## src/rtl/serial_io_pkg.sv

```systemverilog
// serial_io_pkg: shared encodings for the serial I/O unit.
// FSM state type and line-level constants for TX/RX framing.
package serial_io_pkg;

  typedef enum logic [1:0] {
    IDLE  = 2'd0,
    START = 2'd1,
    DATA  = 2'd2,
    STOP  = 2'd3
  } state_e;

  localparam logic START_BIT  = 1'b0;
  localparam logic STOP_BIT   = 1'b1;
  localparam logic IDLE_LEVEL = 1'b1;

endpackage

```

## src/rtl/serial_io_if.sv

```systemverilog
// serial_io_if: core-side strobe bus of the serial I/O unit.
// master = core (push TX, pop RX, clear overrun); slave = unit.
interface serial_io_if #(
  parameter int DATA_W = 16
);

  logic              wr_en;
  logic [DATA_W-1:0] wr_data;
  logic              tx_full;
  logic              tx_busy;
  logic              rd_en;
  logic [DATA_W-1:0] rd_data;
  logic              rx_empty;
  logic              rx_overrun;
  logic              frame_err;
  logic              clr_ovr;

  modport master (
    output wr_en, wr_data, rd_en, clr_ovr,
    input  tx_full, tx_busy, rd_data,
    input  rx_empty, rx_overrun, frame_err
  );

  modport slave (
    input  wr_en, wr_data, rd_en, clr_ovr,
    output tx_full, tx_busy, rd_data,
    output rx_empty, rx_overrun, frame_err
  );

endinterface

```

## src/rtl/serial_io_unit_fifo.sv

```systemverilog
// sync_fifo: show-ahead synchronous FIFO, registered pointers.
// push_i/wdata_i write, pop_i/rdata_o read, full_o/empty_o status.
module sync_fifo #(
  parameter int W     = 16,
  parameter int DEPTH = 4
) (
  input  logic         clk,
  input  logic         reset,
  input  logic         push_i,
  input  logic [W-1:0] wdata_i,
  input  logic         pop_i,
  output logic [W-1:0] rdata_o,
  output logic         full_o,
  output logic         empty_o
);

  localparam int AW = $clog2(DEPTH);
  localparam int CW = AW + 1;

  logic [W-1:0]  mem_q [DEPTH];
  logic [AW-1:0] wptr_q, wptr_d;
  logic [AW-1:0] rptr_q, rptr_d;
  logic [CW-1:0] cnt_q, cnt_d;
  logic          do_push, do_pop;

  assign empty_o = (cnt_q == '0);
  assign full_o  = (cnt_q == CW'(DEPTH));
  assign do_pop  = pop_i & ~empty_o;
  // a pop in the same cycle frees the slot for a push on a full FIFO
  assign do_push = push_i & (~full_o | do_pop);
  assign rdata_o = empty_o ? '0 : mem_q[rptr_q];

  always_comb begin
    wptr_d = wptr_q;
    rptr_d = rptr_q;
    cnt_d  = cnt_q;
    if (do_push) wptr_d = wptr_q + 1'b1;
    if (do_pop)  rptr_d = rptr_q + 1'b1;
    if (do_push & ~do_pop) cnt_d = cnt_q + 1'b1;
    if (do_pop & ~do_push) cnt_d = cnt_q - 1'b1;
  end

  always_ff @(posedge clk or negedge reset) begin
    if (!reset) begin
      wptr_q <= '0;
      rptr_q <= '0;
      cnt_q  <= '0;
    end else begin
      wptr_q <= wptr_d;
      rptr_q <= rptr_d;
      cnt_q  <= cnt_d;
    end
  end

  always_ff @(posedge clk) begin
    if (do_push) mem_q[wptr_q] <= wdata_i;
  end

endmodule

```

## src/rtl/serial_io_unit.sv

```systemverilog
// serial_io_unit: full-duplex framed serial port with TX/RX FIFOs.
// Ports: clk, reset (async low), div, lsb_first, serial_in/out, bus.
module serial_io_unit
  import serial_io_pkg::*;
#(
  parameter int DATA_W     = 16,
  parameter int FIFO_DEPTH = 4,
  parameter int DIV_W      = 8
) (
  input  logic             clk,
  input  logic             reset,
  input  logic [DIV_W-1:0] div,
  input  logic             lsb_first,
  input  logic             serial_in,
  output logic             serial_out,
  serial_io_if.slave       bus
);

  localparam int BW = (DATA_W > 1) ? $clog2(DATA_W) : 1;
  localparam logic [BW-1:0] LAST_BIT = BW'(DATA_W - 1);

  // ---------------- TX ----------------
  state_e            tx_q, tx_d;
  logic [DIV_W-1:0]  tcnt_q, tcnt_d;
  logic [DIV_W-1:0]  tdiv_q, tdiv_d;
  logic [BW-1:0]     tbit_q, tbit_d;
  logic [DATA_W-1:0] tsh_q, tsh_d;
  logic              tlsb_q, tlsb_d;
  logic              sout_q, sout_d;
  logic              ttick, tx_pop, tx_empty, tx_full_w;
  logic [DATA_W-1:0] tx_head;

  sync_fifo #(.W(DATA_W), .DEPTH(FIFO_DEPTH)) u_txf (
    .clk     (clk),
    .reset   (reset),
    .push_i  (bus.wr_en),
    .wdata_i (bus.wr_data),
    .pop_i   (tx_pop),
    .rdata_o (tx_head),
    .full_o  (tx_full_w),
    .empty_o (tx_empty)
  );

  assign ttick = (tcnt_q == tdiv_q);

  always_ff @(posedge clk or negedge reset) begin
    if (!reset) begin
      tx_q   <= IDLE;
      tcnt_q <= '0;
      tdiv_q <= '0;
      tbit_q <= '0;
      tsh_q  <= '0;
      tlsb_q <= 1'b0;
      sout_q <= IDLE_LEVEL;
    end else begin
      tx_q   <= tx_d;
      tcnt_q <= tcnt_d;
      tdiv_q <= tdiv_d;
      tbit_q <= tbit_d;
      tsh_q  <= tsh_d;
      tlsb_q <= tlsb_d;
      sout_q <= sout_d;
    end
  end

  always_comb begin
    tx_d   = tx_q;
    tcnt_d = tcnt_q + 1'b1;
    tdiv_d = tdiv_q;
    tbit_d = tbit_q;
    tsh_d  = tsh_q;
    tlsb_d = tlsb_q;
    unique case (tx_q)
      IDLE: tcnt_d = '0;
      START: begin
        if (ttick) begin
          tx_d   = DATA;
          tcnt_d = '0;
          tbit_d = '0;
        end
      end
      DATA: begin
        if (ttick) begin
          tcnt_d = '0;
          if (tbit_q == LAST_BIT) begin
            tx_d = STOP;
          end else begin
            tbit_d = tbit_q + 1'b1;
            tsh_d  = tlsb_q ? (tsh_q >> 1) : (tsh_q << 1);
          end
        end
      end
      STOP: begin
        if (ttick) begin
          tcnt_d = '0;
          tx_d   = IDLE;
        end
      end
    endcase
    // a load from IDLE or at the end of STOP chains frames with no gap
    if (tx_pop) begin
      tx_d   = START;
      tcnt_d = '0;
      tsh_d  = tx_head;
      tdiv_d = div;
      tlsb_d = lsb_first;
    end
  end

  always_comb begin
    tx_pop = ~tx_empty &
             ((tx_q == IDLE) | ((tx_q == STOP) & ttick));
    // line level is registered from the next state so the start
    // bit appears in the same cycle START is entered
    case (tx_d)
      START:   sout_d = START_BIT;
      DATA:    sout_d = tlsb_d ? tsh_d[0] : tsh_d[DATA_W-1];
      STOP:    sout_d = STOP_BIT;
      default: sout_d = IDLE_LEVEL;
    endcase
  end

  assign serial_out  = sout_q;
  assign bus.tx_full = tx_full_w;
  assign bus.tx_busy = (tx_q != IDLE) | ~tx_empty;

  // ---------------- RX ----------------
  state_e            rx_q, rx_d;
  logic              s1_q, s2_q, prev_q;
  logic [DIV_W-1:0]  rcnt_q, rcnt_d;
  logic [DIV_W-1:0]  rdiv_q, rdiv_d;
  logic [BW-1:0]     rbit_q, rbit_d;
  logic [DATA_W-1:0] rsh_q, rsh_d;
  logic              rlsb_q, rlsb_d;
  logic              ovr_q, ovr_d;
  logic              ferr_q, ferr_d;
  logic              rsample, stop_smp, rx_push, rx_full;
  logic              rx_empty_w;
  logic [DIV_W-1:0]  rmid;

  sync_fifo #(.W(DATA_W), .DEPTH(FIFO_DEPTH)) u_rxf (
    .clk     (clk),
    .reset   (reset),
    .push_i  (rx_push),
    .wdata_i (rsh_q),
    .pop_i   (bus.rd_en),
    .rdata_o (bus.rd_data),
    .full_o  (rx_full),
    .empty_o (rx_empty_w)
  );

  // START samples at mid-bit; later samples are one period apart
  assign rmid    = (rx_q == START) ? (rdiv_q >> 1) : rdiv_q;
  assign rsample = (rcnt_q == rmid);

  always_ff @(posedge clk or negedge reset) begin
    if (!reset) begin
      s1_q   <= IDLE_LEVEL;
      s2_q   <= IDLE_LEVEL;
      prev_q <= IDLE_LEVEL;
      rx_q   <= IDLE;
      rcnt_q <= '0;
      rdiv_q <= '0;
      rbit_q <= '0;
      rsh_q  <= '0;
      rlsb_q <= 1'b0;
      ovr_q  <= 1'b0;
      ferr_q <= 1'b0;
    end else begin
      s1_q   <= serial_in;
      s2_q   <= s1_q;
      prev_q <= s2_q;
      rx_q   <= rx_d;
      rcnt_q <= rcnt_d;
      rdiv_q <= rdiv_d;
      rbit_q <= rbit_d;
      rsh_q  <= rsh_d;
      rlsb_q <= rlsb_d;
      ovr_q  <= ovr_d;
      ferr_q <= ferr_d;
    end
  end

  always_comb begin
    rx_d   = rx_q;
    rcnt_d = rcnt_q + 1'b1;
    rdiv_d = rdiv_q;
    rbit_d = rbit_q;
    rsh_d  = rsh_q;
    rlsb_d = rlsb_q;
    unique case (rx_q)
      IDLE: begin
        rcnt_d = '0;
        if (prev_q & ~s2_q) begin
          rx_d   = START;
          rdiv_d = div;
          rlsb_d = lsb_first;
        end
      end
      START: begin
        if (rsample) begin
          rcnt_d = '0;
          rbit_d = '0;
          rx_d   = s2_q ? IDLE : DATA;
        end
      end
      DATA: begin
        if (rsample) begin
          rcnt_d = '0;
          rsh_d  = rlsb_q
                 ? ((rsh_q >> 1) | (DATA_W'(s2_q) << (DATA_W - 1)))
                 : ((rsh_q << 1) | DATA_W'(s2_q));
          if (rbit_q == LAST_BIT) rx_d = STOP;
          else rbit_d = rbit_q + 1'b1;
        end
      end
      STOP: begin
        if (rsample) begin
          rcnt_d = '0;
          rx_d   = IDLE;
        end
      end
    endcase
  end

  always_comb begin
    stop_smp = (rx_q == STOP) & rsample;
    rx_push  = stop_smp & s2_q;
    ferr_d   = stop_smp & ~s2_q;
    // a same-cycle pop makes room, so only a true drop sets overrun
    ovr_d    = (rx_push & rx_full & ~bus.rd_en) |
               (ovr_q & ~bus.clr_ovr);
  end

  assign bus.rx_empty   = rx_empty_w;
  assign bus.rx_overrun = ovr_q;
  assign bus.frame_err  = ferr_q;

endmodule
```

## src/flat_wrapper.sv

```systemverilog
// flat-port wrapper written by rule: the top's interface ports become plain ports
module serial_io_unit_flat import serial_io_pkg::*;
#(
  parameter int DATA_W     = 16,
  parameter int FIFO_DEPTH = 4,
  parameter int DIV_W      = 8
)
  (clk, reset, div, lsb_first, serial_in, serial_out, bus_wr_en, bus_wr_data, bus_rd_en, bus_clr_ovr, bus_tx_full, bus_tx_busy, bus_rd_data, bus_rx_empty, bus_rx_overrun, bus_frame_err);
  serial_io_if #(.DATA_W(DATA_W)) bus_i ();
  input  logic clk;
  input  logic reset;
  input  logic [DIV_W-1:0] div;
  input  logic lsb_first;
  input  logic serial_in;
  output logic serial_out;
  input wire logic [$bits(bus_i.wr_en)-1:0] bus_wr_en;
  input wire logic [$bits(bus_i.wr_data)-1:0] bus_wr_data;
  input wire logic [$bits(bus_i.rd_en)-1:0] bus_rd_en;
  input wire logic [$bits(bus_i.clr_ovr)-1:0] bus_clr_ovr;
  output wire logic [$bits(bus_i.tx_full)-1:0] bus_tx_full;
  output wire logic [$bits(bus_i.tx_busy)-1:0] bus_tx_busy;
  output wire logic [$bits(bus_i.rd_data)-1:0] bus_rd_data;
  output wire logic [$bits(bus_i.rx_empty)-1:0] bus_rx_empty;
  output wire logic [$bits(bus_i.rx_overrun)-1:0] bus_rx_overrun;
  output wire logic [$bits(bus_i.frame_err)-1:0] bus_frame_err;
  assign bus_i.wr_en = bus_wr_en;
  assign bus_i.wr_data = bus_wr_data;
  assign bus_i.rd_en = bus_rd_en;
  assign bus_i.clr_ovr = bus_clr_ovr;
  assign bus_tx_full = bus_i.tx_full;
  assign bus_tx_busy = bus_i.tx_busy;
  assign bus_rd_data = bus_i.rd_data;
  assign bus_rx_empty = bus_i.rx_empty;
  assign bus_rx_overrun = bus_i.rx_overrun;
  assign bus_frame_err = bus_i.frame_err;
  serial_io_unit #(.DATA_W(DATA_W), .FIFO_DEPTH(FIFO_DEPTH), .DIV_W(DIV_W)) u_core (.clk(clk), .reset(reset), .div(div), .lsb_first(lsb_first), .serial_in(serial_in), .serial_out(serial_out), .bus(bus_i));
endmodule
```

## config.mk

```make
export PLATFORM = sky130hd
export DESIGN_NAME = serial_io_unit_flat
export DESIGN_NICKNAME = d
export VERILOG_FILES = /design/src/rtl/serial_io_pkg.sv /design/src/rtl/serial_io_if.sv /design/src/rtl/serial_io_unit_fifo.sv /design/src/rtl/serial_io_unit.sv /design/src/flat_wrapper.sv
export SDC_FILE = /design/constraint.sdc
export NUM_CORES = 1
export LEC_CHECK = 0
export CORE_AREA = 2 2 182 166
export DETAILED_ROUTE_END_ITERATION = 8
export DIE_AREA = 0 0 184 168
export PLACE_DENSITY = 0.5
export SLEW_MARGIN = 20
export SYNTH_ARGS = -nofsm -noshare
export SYNTH_HDL_FRONTEND = slang
export SYNTH_SLANG_ARGS = --single-unit
```

## constraint.sdc

```tcl
create_clock -name clk -period 2.5 [get_ports clk]
set_input_delay 0.5 -clock clk [delete_from_list [all_inputs] [get_ports clk]]
set_output_delay 0.5 -clock clk [all_outputs]
set_load 0.02 [all_outputs]
```

Fig. 1: power grid
Drawn at 2 px/um. Pins as bars on the die edge.
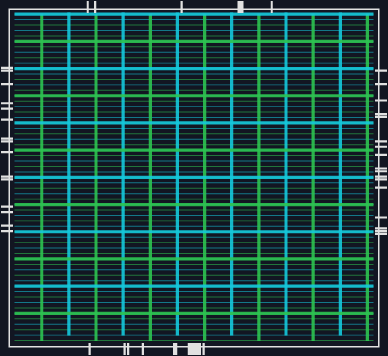
[cyan] VDD
[green] VSS
met5 straps: 12
met1 rails: 61
Die H: 168 um
Die X: 184 um
CORE AREA: 29300 um2
Worst VDD drop: 0.646 mV

Fig. 2: placed cells, one colour a class
Drawn at 1.5 px/um. Fill, decap, tap and diode cells in grey.
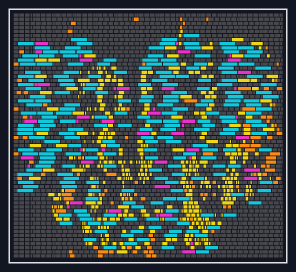
[cyan] flops | cells: 226
[orange] other buffers and delay cells | cells: 101
[magenta] clock drivers and dummy loads | cells: 46
[yellow] all other logic | cells: 424
# rows: 60
Finished Cell Area: 12300 um2
Seq/total area: 51.2%

==> impl_metrics.ini <==
; flow metrics
[placed_design]
io_buffer_count = 52
place_hpwl_um = 12700

[clock_network]
cts.clk_slew.worst_paths_ps = 60
htreeDepth = 1
clockBufferDepth = 3
cts_buffers = 25
cts_root_buffer = clkbuf_16

[pwr]
p_int_mw = 8.61
seq_power_share_pct = 43.0
p_sw_share_pct = 29.5
p_sw_mw = 3.60
cellLeakagePower_nw = 4.77

[worst_setup_path]
path_cells = nand2b_4 > a211o_1 > a222oi_1 > and3_1 > nor2_2 > fa_2 > nor2_2 > nand4_1 > o31ai_1 > nor3b_1
regToRegSetupSlack_ps = -30
cpMaxStageDelayCell = fa_2
critPathBufInv = 0
cp-end-kind = flip-flop
crit_top_cell = nor2_2
crit_type = flip-flop to flip-flop
slowest_delay_ps = 550
path_max_fanout = 3
cp_data_arrival_time_ps = 2960
rr_worst_depth = 10
crit_family = simple AND/OR/NAND/NOR gates
r2r_end = u_core.u_rxf.cnt_q[1]
crit_required_ps = 2930

[global_route]
antenna_found_initial = 0
grt_usage_pct = 13.1
overflow = 0
first_global_vias = 6190

[synth]
synth.logic.top_family = multiplexers
ys_cells = 681
ys_sh_simple_pct = 8.92
floorplan.nets = 726
mux_share_pct = 16.1
synth-compound-area-share_pct = 4.73
avgSynthCellArea_um2 = 14.7
synth_area_um2 = 10000
synth_cells = 681
ys.flop_type = edfxtp_1
yosys_warnings = 0
synth-edff-count = 128

[flow_run]
maxCapViolCount = 0

[die]
fp_util_pct = 34.3
boundaryPins = 53
die_area_um2 = 30900

[cells_and_area]
nets = 823
fill_cells = 2650
layout_top_cells = edfxtp_1 (128), dfrtp_1 (93), mux2_2 (53), clkdlybuf4s50_1 (34), mux4_2 (32)
synthToLayoutAreaGrowth_pct = 22.6
fin_util_pct = 42.0

[worst_hold_path]
hp-class = flip-flop to flip-flop
min_to = u_core.s2_q
min-delay-start = u_core.s1_q

[run_status]
violations = negative setup slack
status = finished, violations left

[final_timing]
finalClockPeriodUsage_pct = 101
setup_slack_ps = -33.5
fin_worst_skew_ps = 10.4
slew_headroom_pct = 49.6
hold_viol_final = 0
finalSetupViolations = 1
grt_setup_unrepaired = yes
fmaxAchievable_ghz = 0.395

[routing]
drtPass1Iterations = 4
drc = 0
routedWlPerCell_um = 17.0
ant_nets = 0
drt-total-wl_um = 19900
routed_via_density = 4.96
stage by stage:
stage	area [um2]	TNS (ps)	power, mW	worst slack [ps]	std cells
finish	12300	-33.5	12.2	-33.5	1169
detailed placement	11300	-36.1	8.64	-27.1	1111
floorplan	10000	-294	7.57	-170	681
global route	12300	-411	12.9	-177	1169
CTS	12200	-624	12.5	-66.4	1167
global placement	11300	-5.56	8.52	-5.56	1111
worst max-delay path by stage:
stage	start	end	slack [ps]	depth (start not counted)
after CTS	u_core.u_rxf.rptr_q[0]	bus_rd_data[6]	-70	5
after floorplan	flip-flop	u_core.u_rxf.cnt_q[1]	-170	13
final	flip-flop	u_core.u_rxf.cnt_q[1]	-30	10
after global routing	flip-flop	u_core.u_rxf.cnt_q[1]	-180	10
after detailed placement	flip-flop	u_core.u_rxf.cnt_q[2]	-30	9
after global placement	flip-flop	u_core.u_rxf.cnt_q[1]	-6	10
power groups by stage:
stage | Clock, mW | Sequential, mW | Combinational, mW
6_report | 3.49 | 5.25 | 3.47
5_1_grt | 3.76 | 5.36 | 3.82
4_1_cts | 3.62 | 5.26 | 3.59
3_5_place_dp | 0 | 5.32 | 3.33
3_3_place_gp | 0 | 5.27 | 3.25
2_1_floorplan | 0 | 5.05 | 2.52
sequential cells by signal, indices dropped and copies added (netlist names), 3 cells and up, named ones only:
name / count
u_core.u_rxf.mem_q: 64
u_core.rsh_q: 16
u_core.rcnt_q: 8
u_core.tsh_q: 16
u_core.tbit_q: 4
u_core.rdiv_q: 8
u_core.tdiv_q: 8
u_core.rbit_q: 4
u_core.u_txf.cnt_q: 3
u_core.tcnt_q: 8
u_core.u_rxf.cnt_q: 3
u_core.u_txf.mem_q: 64
layer usage:
layer / part of all wire [%] / global-route usage (%)
met3: 3.9 / 2.29
met5: 0 / 0
met4: 1.7 / 3.13
met1: 45 / 17.0
met2: 50 / 22.9
cells in the mapped netlist (10+ instances only):
cell type,instances,area [um2]
mux4_2,32,721
and3_1,14,87.6
nand2_1,30,113
edfxtp_1,128,3840
dfrtp_1,94,2350
nand3_1,20,100
xnor2_1,17,149
mux2_2,53,597
mux2_1,10,113
ha_1,12,150
mux2i_1,19,190
clkbuf_1,19,71.3
xor2_1,21,184
o21ai_0,30,150
nor2b_1,17,106
inv_1,22,82.6
nand2b_1,10,62.6
nor2_1,32,120
what timing repair did:
| action | CTS | global route |
|---|---|---|
| endpoints found under the hold margin | 36 | 0 |
| gates resized | 72 | 33 |
| hold buffers | 1 | 0 |
| pin swaps | 3 | 4 |
| cloned | 2 | 3 |
| setup buffers | 7 | 3 |
| endpoints found under the setup margin | 19 | 78 |
final cells by class:
cell class	count	area, um2	area share (%)
multi-input cells	402	3590	29.1
inverters	22	85.1	0.691
repair buffers	101	1090	8.85
well taps	372	465	3.78
clock inverters	11	106	0.864
clock buffers	35	673	5.47
flip-flops and latches	226	6300	51.2
cells by family (layout without fill, tap and decap cells):
kind of cell | count (synthesis) | after routing
xor+xnor | 38 | 38
flops | 226 | 226
compound gates | 74 | 74
simple gates | 162 | 162
buf+inv | 53 | 169
fa+ha+maj | 14 | 14
mux | 114 | 114
Power figures rest on the tool's default switching activity, not on a simulated workload.
